<file path="src/rtl/truth_table_checker_settle_timer.sv">
`default_nettype none
// ============================================================================
//  Module      : settle_timer
//  Description : Loadable down-counter with a zero flag. Load has priority
//                over decrement; decrementing stops at zero.
//  Ports       : clk, rst      - clock, asynchronous active-high reset
//                i_load        - load i_load_val into the counter
//                i_load_val    - reload value
//                i_dec         - decrement by one (saturates at zero)
//                o_zero        - counter is zero
//  Revision    : 1.0 - initial release
// ============================================================================
module settle_timer #(
    parameter int WIDTH = 4
) (
    input  logic             clk,
    input  logic             rst,
    input  logic             i_load,
    input  logic [WIDTH-1:0] i_load_val,
    input  logic             i_dec,
    output logic             o_zero
);

    logic [WIDTH-1:0] r_count;

    always_ff @(posedge clk or posedge rst) begin
        if (rst) begin
            r_count <= '0;
        end else if (i_load) begin
            r_count <= i_load_val;
        end else if (i_dec && (r_count != '0)) begin
            r_count <= r_count - 1'b1;
        end
    end

    assign o_zero = (r_count == '0);

endmodule : settle_timer
`default_nettype wire

</file>
<file path="config.mk">
export PLATFORM = sky130hd
export DESIGN_NAME = settle_timer
export DESIGN_NICKNAME = d
export VERILOG_FILES = /design/src/rtl/truth_table_checker_settle_timer.sv
export SDC_FILE = /design/constraint.sdc
export NUM_CORES = 1
export LEC_CHECK = 0
export CAP_MARGIN = 15
export CORE_AREA = 2 2 39 41
export DETAILED_ROUTE_END_ITERATION = 8
export DIE_AREA = 0 0 41 43
export GPL_TIMING_DRIVEN = 0
export MAX_ROUTING_LAYER = met4
export PLACE_DENSITY = 0.48
export RECOVER_POWER = 50
export SLEW_MARGIN = 20
export SYNTH_ARGS = -nofsm -noshare
export SYNTH_HDL_FRONTEND = slang
export SYNTH_SLANG_ARGS = --single-unit
</file>
<file path="constraint.sdc">
create_clock -name clk -period 3.45 [get_ports clk]
set_input_delay 0.69 -clock clk [delete_from_list [all_inputs] [get_ports clk]]
set_output_delay 0.69 -clock clk [all_outputs]
set_load 0.1 [all_outputs]
</file>
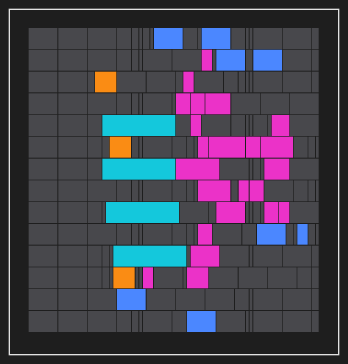
run_1/class_map.png
(8 px per um) Fill, decap, tap and diode cells in gray.
[blue] remaining buffers and delay cells | cells: 8
[cyan] registers | cells: 4
[magenta] remaining logic cells | cells: 23
[orange] clock-net drivers | cells: 3

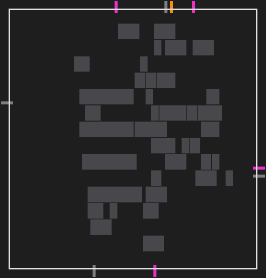
run_1/pinout.png
(6 px per um) Pins as bars across the die edge, other pins in gray.
[orange] o_zero | pins: 1 | direction: output | edge: north
[magenta] i_load_val | pins: 4 | direction: input | edge: 2 north, 1 east, 1 south

==> impl_metrics.json <==
{
  "warning_count": 26,
  "grtUsageTotal_pct": 6.50,
  "ir_drop_mv": 0.125,
  "place_inst": 51,
  "top_area_share_pct": 38.3,
  "via_count": 232,
  "ys_seq_share_pct": 38.3,
  "crit_path_frequent_cell": "inv_1",
  "worst-setup-path-type": "reg2out",
  "crit_path_top_delay_cell": "clkdlybuf4s50_1",
  "cts-buffers-inserted": 3,
  "simple_gate_share_pct": 29.7,
  "nFillCells": 161,
  "tap-cell-count": 16,
  "place_congestion": 0.611,
  "power.combinational.total_mw": 0.0415,
  "preCtsSetupSlack_ns": 0.493,
  "ys_sh_mux_pct": 0,
  "layout_top_cell": "clkdlybuf4s50_1",
  "finalHoldViolations": 0,
  "clkTransAtPathRegs_ns": 0.03,
  "mappedNetlistArea_um2": 262,
  "final_nets": 49,
  "dpl_cell_area_um2": 352,
  "cellPowerDensity_nw_per_um2": 413,
  "via_per_inst": 4.30,
  "cp_cell_sequence": "inv_1, ha_1, or3b_4, inv_1, clkdlybuf4s50_1",
  "min_from": "r_count[1]",
  "min_to": "r_count[1]",
  "synth_cells": 28,
  "common_cells": "dfrtp_1, inv_1, a21oi_1, nand2_1, o21ai_1",
  "fin_tns_setup_ns": 0,
  "final_cell_mix": "clkdlybuf4s50_1, inv_1, dfrtp_1",
  "aoi_share_pct": 20.1,
  "crit_fanout": 5,
  "max-cap-violations": 0,
  "synthTopCellsByArea": "dfrtp_1, a21oi_1, inv_1",
  "async_flop_share_pct": 100,
  "core_um2": 1380,
  "finalMaxSlewViolations": 0,
  "status": "finished clean",
  "final_cells": 54,
  "top_area_cell": "dfrtp_1",
  "top_usage_layer": "met2",
  "seqCellArea_um2": 100,
  "synth.distinct_cells": 17,
  "drc": 0,
  "skew_ns": 0.000454,
  "synth_warnings": 0,
  "rsz0062_at_grt": "no",
  "wl_um": 482,
  "wirelength_met1_um": 198,
  "logic_area_um2": 143,
  "avgSynthCellArea_um2": 9.34,
  "buf_share_pct": 19.7,
  "ys_area_um2": 262,
  "n_antenna_cell": 0,
  "largest_reg_flops": 4,
  "fp_util_pct": 18.9,
  "final.period_utilization_pct": 92.6,
  "io_pins": 9,
  "cp-endpoint": "o_zero",
  "hp-class": "reg2reg",
  "dominant_cells": "multi-input combinational cells",
  "cp_num_buf_inv": 3,
  "cts-resized-gates": 0,
  "cts_max_path_buffers": 2,
  "p_switching_mw": 0.0426,
  "h-tree-depth": 1,
  "intPower_mw": 0.112,
  "max_stage_delay_ns": 1.12,
  "top_regs": "r_count x4",
  "die_area_um2": 1760,
  "total_power_mw": 0.155,
  "use_met1_pct": 6.49,
  "grt_pass1_wl_um": 703,
  "worst_pin_slew_ns": 0.956,
  "drt_iter0_markers": 0,
  "comb_area_share_pct": 38.1,
  "grt_pass1_vias": 204,
  "dp_hpwl_um": 422,
  "flop-count": 4
}
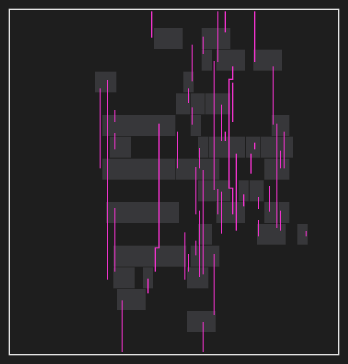
run_1/m2.png
(8 px per um) Cells faint in the background.
nets with wire on the layer: 39
wire length on this layer: 258 um
longest straight run: 24.8 um
main direction: vertical
share of all routed wire: 54%

